[src/rtl/counter_param.sv]
// Prescaled up/down counter with saturate or wrap behaviour, a live terminal
// bound (stop_at) and a three-state IDLE/RUN/DONE control FSM.
module counter_param #(
   parameter int WIDTH = 8,
   parameter int DIV   = 1
) (
   input  logic             clk,
   input  logic             reset,
   input  logic             start,
   input  logic             pause,
   input  logic [1:0]       mode,
   input  logic [WIDTH-1:0] stop_at,
   output logic [WIDTH-1:0] count,
   output logic             running,
   output logic             done,
   output logic             wrap
);

   localparam logic [1:0]  S_IDLE  = 2'b00;
   localparam logic [1:0]  S_RUN   = 2'b01;
   localparam logic [1:0]  S_DONE  = 2'b10;
   localparam logic [15:0] PRE_MAX = 16'(DIV - 1);

   logic [1:0]       state, state_nxt;
   logic [1:0]       mode_q, mode_nxt;
   logic [15:0]      pre, pre_nxt;
   logic [WIDTH-1:0] count_nxt;
   logic [WIDTH-1:0] lim;
   logic [WIDTH-1:0] init;
   logic             wrap_nxt;
   logic             tick;
   logic             down;
   logic             sat;

   always_comb begin
      lim       = (stop_at == '0) ? '1 : stop_at - WIDTH'(1);
      init      = mode[1] ? lim : '0;
      tick      = (state == S_RUN) && (pre == PRE_MAX) && !pause;
      down      = mode_q[1];
      sat       = !mode_q[0];
      state_nxt = state;
      mode_nxt  = mode_q;
      pre_nxt   = pre;
      count_nxt = count;
      wrap_nxt  = 1'b0;

      if (!start) begin
         state_nxt = S_IDLE;
         count_nxt = '0;
         pre_nxt   = '0;
      end else begin
         case (state)
            S_IDLE: begin
               mode_nxt = mode;
               pre_nxt  = '0;
               // Saturating run whose start value is already terminal finishes at once
               if (!mode[0] && lim == '0) begin
                  state_nxt = S_DONE;
                  count_nxt = '0;
               end else begin
                  state_nxt = S_RUN;
                  count_nxt = init;
               end
            end
            S_RUN: begin
               if (!pause)
                  pre_nxt = (pre == PRE_MAX) ? '0 : pre + 16'd1;
               // A shrunken bound clamps the count regardless of tick or pause
               if (count > lim) begin
                  if (down) begin
                     count_nxt = lim;
                  end else if (sat) begin
                     count_nxt = lim;
                     state_nxt = S_DONE;
                  end else begin
                     count_nxt = '0;
                     wrap_nxt  = !pause;
                  end
               end else if (tick) begin
                  if (!down) begin
                     if (count == lim) begin
                        if (sat) begin
                           state_nxt = S_DONE;
                        end else begin
                           count_nxt = '0;
                           wrap_nxt  = 1'b1;
                        end
                     end else begin
                        count_nxt = count + WIDTH'(1);
                        if (sat && count_nxt == lim)
                           state_nxt = S_DONE;
                     end
                  end else begin
                     if (count == '0) begin
                        if (sat) begin
                           state_nxt = S_DONE;
                        end else begin
                           count_nxt = lim;
                           wrap_nxt  = 1'b1;
                        end
                     end else begin
                        count_nxt = count - WIDTH'(1);
                        if (sat && count_nxt == '0)
                           state_nxt = S_DONE;
                     end
                  end
               end
               if (state_nxt != S_RUN)
                  pre_nxt = '0;
            end
            S_DONE: begin
               pre_nxt = '0;
            end
            default: begin
               state_nxt = S_IDLE;
               count_nxt = '0;
               pre_nxt   = '0;
            end
         endcase
      end
   end

   always_ff @(posedge clk) begin
      if (reset) begin
         state   <= S_IDLE;
         mode_q  <= 2'b00;
         pre     <= '0;
         count   <= '0;
         running <= 1'b0;
         done    <= 1'b0;
         wrap    <= 1'b0;
      end else begin
         state   <= state_nxt;
         mode_q  <= mode_nxt;
         pre     <= pre_nxt;
         count   <= count_nxt;
         running <= (state_nxt == S_RUN);
         done    <= (state_nxt == S_DONE);
         wrap    <= wrap_nxt;
      end
   end

endmodule

[config.mk]
export PLATFORM = sky130hd
export DESIGN_NAME = counter_param
export DESIGN_NICKNAME = d
export VERILOG_FILES = /design/src/rtl/counter_param.sv
export SDC_FILE = /design/constraint.sdc
export NUM_CORES = 1
export LEC_CHECK = 0
export CORE_UTILIZATION = 58
export DETAILED_ROUTE_END_ITERATION = 6
export GPL_ROUTABILITY_DRIVEN = 0
export PLACE_DENSITY = 0.88
export SLEW_MARGIN = 20
export SYNTH_ARGS = -nofsm -noshare
export SYNTH_HDL_FRONTEND = slang
export SYNTH_SLANG_ARGS = --single-unit
export TNS_END_PERCENT = 20
[constraint.sdc]
create_clock -name clk -period 4.5 [get_ports clk]
set_input_delay 0.675 -clock clk [delete_from_list [all_inputs] [get_ports clk]]
set_output_delay 0.675 -clock clk [all_outputs]
set_load 0.01 [all_outputs]
Fig. 1: run 1, layout detail
Region (14, 14) to (54, 54) um. Cells in gray, sequential cells in the stronger gray; small squares are vias.
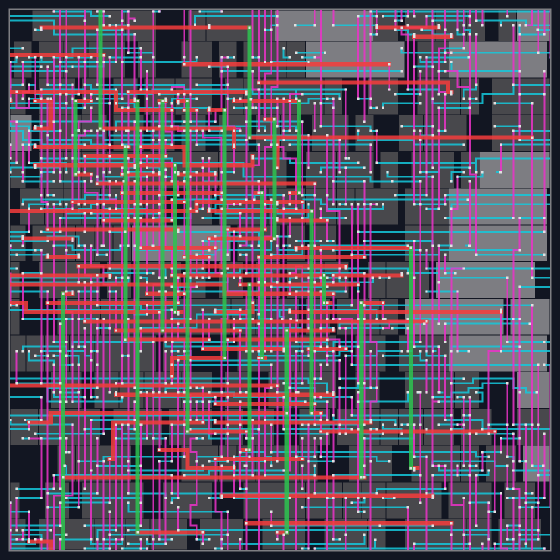
Key: magenta = met2; red = met3; green = met4; cyan = met1
Sequential cells in the window: 10. Netlist names of flops here include count (5), pre (5). Most frequent: a21oi_1 (18), nor2_1 (16), nand2_1 (15). 175 logic cells have their middle in the window.

Fig. 2: run 1, pin map
(6 px per um) Pins as bars across the die edge, other pins in gray.
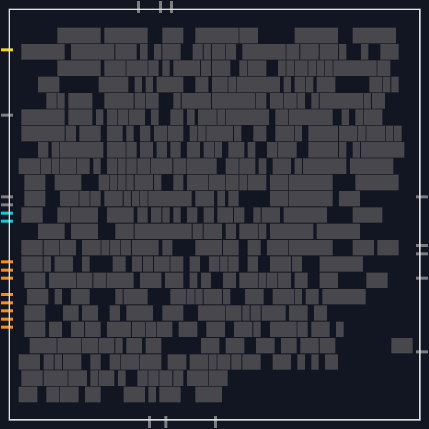
Key: orange = stop_at [pins 8, direction input, edge west]; cyan = mode [pins 2, direction input, edge west]; yellow = clk [pins 1, direction input, edge west]
All pins by edge: 14 west, 5 east, 3 south, 3 north.

==> Slide: Implementation Results, run 1 <==
Run Summary

Outcome
  • Result of the run: completed

CTS
  • TritonCTS clock tree: yes
  • Reg clk slew, reported paths: roughly 60 ps
  • Cells resized by post-CTS repair: 0
  • Hold-fix buffers, CTS: 0
  • CTS Root Cell: sky130_fd_sc_hd__clkbuf_8
  • Clock sink total: 31

Die
  • Die span in y: roughly 68 um
  • Total Die Area: about 4600 um^2
  • Core area: about 4000 um^2

Setup path
  • Critical path startpoint category: primary input
  • Internal reg-to-reg setup slack: 1540 ps
  • Type of the setup path with the least slack: primary input to register
  • Worst r2r dst: done$_SDFF_PP0_
  • CP Capture Point: count[4]$_SDFFE_PP0P_
  • Endpoint kind of the worst setup timing path: register
  • Largest fanout on the critical path: 9
  • Source of the critical timing path: stop_at[3]
  • Number of buffers and inverters on the critical path: 3
  • Required time reported for the critical path endpoint: 4720 ps
  • Max stage delay on crit path: roughly 500 ps
  • Levels on crit path: 14
  • Dominant delay contributor by cell family on the critical path: AND-OR/OR-AND gates
  • Critical R2R Launch: count[0]$_SDFFE_PP0P_

STA
  • Max Clk Rate: approximately 0.25 GHz
  • Worst hold margin: 535 ps
  • Sum of negative setup slack: 0 ps
  • Max-Slew Margin vs Limit: 60.7%
  • Setup repair after global routing missed its margin: false
  • Final period utilization: 89.6%
  • Final setup violation count: 0
  • Worst-margin pin slew: roughly 590 ps
  • Final hold violation count: 0

Layout
  • Most common logic cells in the final layout: 37 x sky130_fd_sc_hd__nor2_1, 31 x sky130_fd_sc_hd__dfxtp_1, 30 x sky130_fd_sc_hd__nand2_1
  • Top logic cell by instance count in the layout: sky130_fd_sc_hd__nor2_1
  • Registers with the most flip-flops: pre (16), count (8)
  • Register containing the most flip-flops in the final layout: pre
  • Number of antenna diodes: 0
  • Layout cell share with drive strength beyond 1: 7.84%

Pwr
  • Clock network fraction of total power: 30.5%
  • Comb. pwr: 0.241 mW
  • Worst VDD drop: 0.211 mV
  • Internal Dissipation: 0.526 mW
  • Fraction of power spent switching nets: 33.5%
  • Clock Power: approximately 0.24 mW
  • Pwr/cell area: 268 nW/um^2
  • Comb power frac: 30.4%

Global routing
  • Global router's overall resource usage: 31.9%
  • First-pass GRT wire length: 11000 um
  • Most used routing layer in global routing: met2
  • Via count of the first global-routing pass: 2400
  • Met3 Use GR: roughly 8.3%
  • Largest net degree at the start of global routing: 16
  • Final global-route overflow total: 0
  • Initial antenna violation count: 0

Synthesis
  • Synth Cell Area: 2540 um^2
  • Area fraction in full adders, half adders and majority gates: between 7 and 8%
  • Number of flops mapped to enable cells by yosys: 0
  • Ys flop type: sky130_fd_sc_hd__dfxtp_1
  • Count of state elements after synthesis: 31
  • Post-synthesis cell type count: ~55
  • Summed standard-cell area reported by yosys: 2540 um^2
  • Gate count of the mapped netlist: between 300 and 400
  • Post-Synthesis Mean Instance Area: slightly below 8 um^2
  • Area share, top type: 24.4%
  • Simple Share, Synth: 29.2%
  • Cell taking the most area after synthesis: sky130_fd_sc_hd__dfxtp_1
  • Synthesis Warnings: 0
  • Xor and xnor area share after synthesis: 12.4%

Min path
  • Endpoint, Worst Hold: pre[15]$_SDFFE_PP0N_

Drt
  • Wl on met1: 2940 um
  • Pre-Repair DR Iteration Count: 6
  • Max layer used: met4
  • Total routed wirelength: 6970 um
  • Remaining DRCs: 0
  • Routed wire length on met2: 2990 um
  • First DRT Iteration DRCs: 313

Flow run
  • Stage-log warning count: 30
  • Number of maximum-capacitance constraint violations: 0

Placement
  • Count of port buffers added during placement: 24
Fig. 3: run 1, met2 routing
(6 px per um) Cells faint in the background.
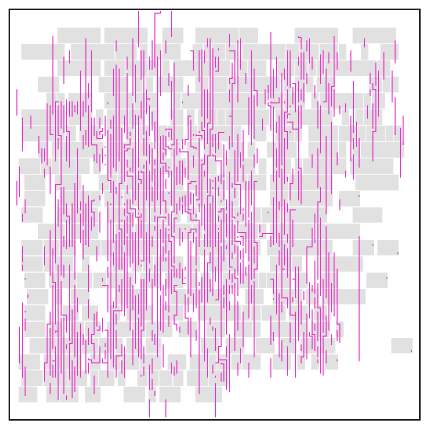
The layer carries 2990 um of wire. The wires run mostly vertical. The layer holds 43% of the routed length.

Fig. 4: run 1, metal layers overlaid
(6 px per um) Only two layers are drawn.
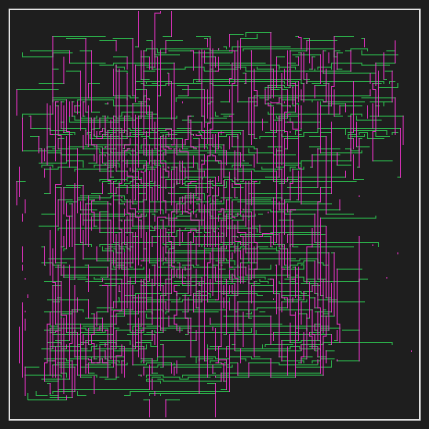
Key: green = met1 [wire length 2940 um]; magenta = met2 [wire length 2990 um]

run 1: cells by family (layout without fill, tap and decap cells):
logic type	Yosys count	in the layout
and+or+nand+nor	144	144
xor gates and xnor gates	36	36
buffers and inverters	30	57
muxes	2	2
adders and majority gates	15	15
DFF	31	31
AOI/OAI and AO/OA	72	72
run 1: per-stage QoR:
stage	setup slack (ps)	power (mW)	instance area [um^2]	cells
after global routing	175	0.823	2950	407
after detailed placement	251	0.542	2850	399
final	468	0.791	2950	407
after CTS	545	0.783	2950	407
after floorplan	752	0.462	2540	330
after global placement	361	0.537	2850	399
run 1: area by class of cell:
type	instances	area, um^2
multi-input combinational	269	1800
fill	343	1160
sequential	31	621
timing repair buffer	32	300
clock buffer	7	96.3
inverter	17	63.8
tap	50	62.6
clock inverter	1	7.51
==> inputs of run 2 (changes only) <==
--- a/config.mk
+++ b/config.mk
@@ -6,9 +6,11 @@
 export NUM_CORES = 1
 export LEC_CHECK = 0
 export CORE_UTILIZATION = 58
+export CTS_CLUSTER_SIZE = 10
 export DETAILED_ROUTE_END_ITERATION = 6
 export GPL_ROUTABILITY_DRIVEN = 0
 export PLACE_DENSITY = 0.88
+export SKIP_CTS_REPAIR_TIMING = 1
 export SLEW_MARGIN = 20
 export SYNTH_ARGS = -nofsm -noshare
 export SYNTH_HDL_FRONTEND = slang
Fig. 5: run 2, placement view
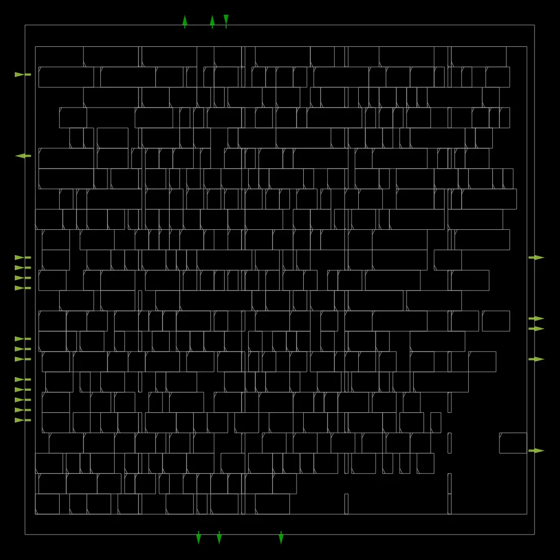
number of well taps: 50
Layout Cells excl Fill: 407
Post-Route Utilization: 71.8%

==> run 2 against run 1 <==
Via count is the same. Non-clock buffer count unchanged. Fmax is the same. Clock power is essentially flat. Clock-buffer cell count stayed put. Area after synthesis stayed put. Global-route usage unchanged. Sequential cell count unchanged. Routed wire length unchanged. Die area stayed put. Utilization unchanged. Synthesized cell count is the same.
==> Slide: Implementation Results, run 2 <==
Run Summary

Layout
  • Area of all sequential standard cells: 621 um^2 (unchanged)
  • Layout cell share with drive strength beyond 1: 7.84% (unchanged)
  • Area of combinational cells with multiple inputs: 1800 um^2 (unchanged)
  • Register containing the most flip-flops in the final layout: pre (unchanged)
  • Number of antenna diodes: 0 (unchanged)
  • Most common logic cells in the final layout: 37 x sky130_fd_sc_hd__nor2_1, 31 x sky130_fd_sc_hd__dfxtp_1, 30 x sky130_fd_sc_hd__nand2_1 (unchanged)
  • Final Instance Area: 2950 um^2 (unchanged)
  • Top logic cell by instance count in the layout: sky130_fd_sc_hd__nor2_1 (unchanged)
  • Registers with the most flip-flops: pre (16), count (8) (unchanged)

STA
  • Worst path setup slack after routing: 468 ps (unchanged)
  • Sum of negative setup slack: 0 ps (unchanged)
  • Final setup violation count: 0 (unchanged)
  • Max-Slew Margin vs Limit: 60.7% (unchanged)
  • Final hold violation count: 0 (unchanged)
  • Worst-margin pin slew: 589 ps (unchanged)
  • Worst hold margin: 535 ps (unchanged)
  • Final period utilization: 89.6% (unchanged)
  • Setup repair after global routing missed its margin: false (unchanged)
  • Max Clk Rate: 0.248 GHz (unchanged)

Drt
  • Max layer used: met4 (unchanged)
  • Routed wire length on met2: 2990 um (unchanged)
  • Remaining DRCs: 0 (unchanged)
  • Total routed wirelength: 6970 um (unchanged)

Setup path
  • Number of buffers and inverters on the critical path: 3 (unchanged)
  • Internal reg-to-reg setup slack: 1540 ps (about the same)
  • Required time reported for the critical path endpoint: 4720 ps (about the same)
  • Critical R2R Launch: count[0]$_SDFFE_PP0P_ (unchanged)
  • CP Capture Point: count[4]$_SDFFE_PP0P_ (unchanged)
  • Max stage delay on crit path: 510 ps (about the same)
  • Largest fanout on the critical path: 9 (unchanged)
  • Source of the critical timing path: stop_at[3] (unchanged)
  • Dominant delay contributor by cell family on the critical path: AND-OR/OR-AND gates (unchanged)
  • Type of the setup path with the least slack: primary input to register (unchanged)
  • Worst r2r dst: done$_SDFF_PP0_ (unchanged)
  • Levels on crit path: 14 (unchanged)
  • Critical path startpoint category: primary input (unchanged)

Synthesis
  • Post-synthesis cell type count: 55 (unchanged)
  • Area share, top type: 24.4% (unchanged)
  • Synthesis Warnings: 0 (unchanged)
  • Xor and xnor area share after synthesis: 12.4% (unchanged)
  • Area fraction in full adders, half adders and majority gates: 7.39% (unchanged)
  • Cell taking the most area after synthesis: sky130_fd_sc_hd__dfxtp_1 (unchanged)
  • Simple Share, Synth: 29.2% (unchanged)
  • Count of state elements after synthesis: 31 (unchanged)
  • Post-Synthesis Mean Instance Area: 7.70 um^2 (unchanged)

Pwr
  • Comb power frac: 30.4% (about the same)
  • Internal Dissipation: 0.526 mW (unchanged)
  • Clock Power: 0.241 mW (about the same)
  • Clock network fraction of total power: 30.5% (about the same)
  • Worst VDD drop: 0.211 mV (unchanged)
  • Pwr/cell area: 268 nW/um^2 (unchanged)
  • Pwr Total: 0.791 mW (unchanged)
  • Comb. pwr: 0.241 mW (about the same)

Placement
  • Dpl cells: 399 (unchanged)
  • Post-Place Setup Slack: 251 ps (unchanged)
  • Count of port buffers added during placement: 24 (unchanged)
  • Placed Instance Area: 2850 um^2 (unchanged)

Outcome
  • Result of the run: completed (unchanged)

Die
  • Total Die Area: 4650 um^2 (unchanged)
  • Die span in y: 68.2 um (unchanged)
  • Core area: 4120 um^2 (unchanged)

Global routing
  • Via count of the first global-routing pass: 2400 (unchanged)
  • First-pass GRT wire length: 11000 um (unchanged)
  • Most used routing layer in global routing: met2 (unchanged)
  • Final global-route overflow total: 0 (unchanged)
  • Global router's overall resource usage: 31.9% (unchanged)
  • Initial antenna violation count: 0 (unchanged)

Flow run
  • Stage-log warning count: 30 (unchanged)

CTS
  • Reg clk slew, reported paths: 60 ps (about the same)
  • CTS Root Cell: sky130_fd_sc_hd__clkbuf_8 (unchanged)
  • Clock sink total: 31 (unchanged)
  • TritonCTS clock tree: yes (unchanged)
[run 2: cell counts in the layout (fill, tap and decap cells not counted)]
Identical to the previous run, type by type.
[run 2: layout make-up]
cell class              instances  area share (%)
flip-flops and latches         31            21.0
clock buffers                   7            3.26
well taps                      50            2.12
inverters                      17            2.16
clock inverters                 1           0.254
multi-input cells             269            61.0
repair buffers                 32            10.2
[run 2: tightest hold or removal path, delay by kind of cell (launching register included)]
family | cells | cell delay [ps]
simple gates | 1 | 70
flops | 1 | 350
xor+xnor | 1 | 80
[run 2: cell families (layout without fill, tap and decap cells)]
family,count (synthesis),after routing
fa+ha+maj,15,15
simple gates,144,144
xor+xnor,36,36
mux,2,2
flops,31,31
buf+inv,30,57
compound gates,72,72
No activity file was given, so power comes from the tool's default toggle rates.
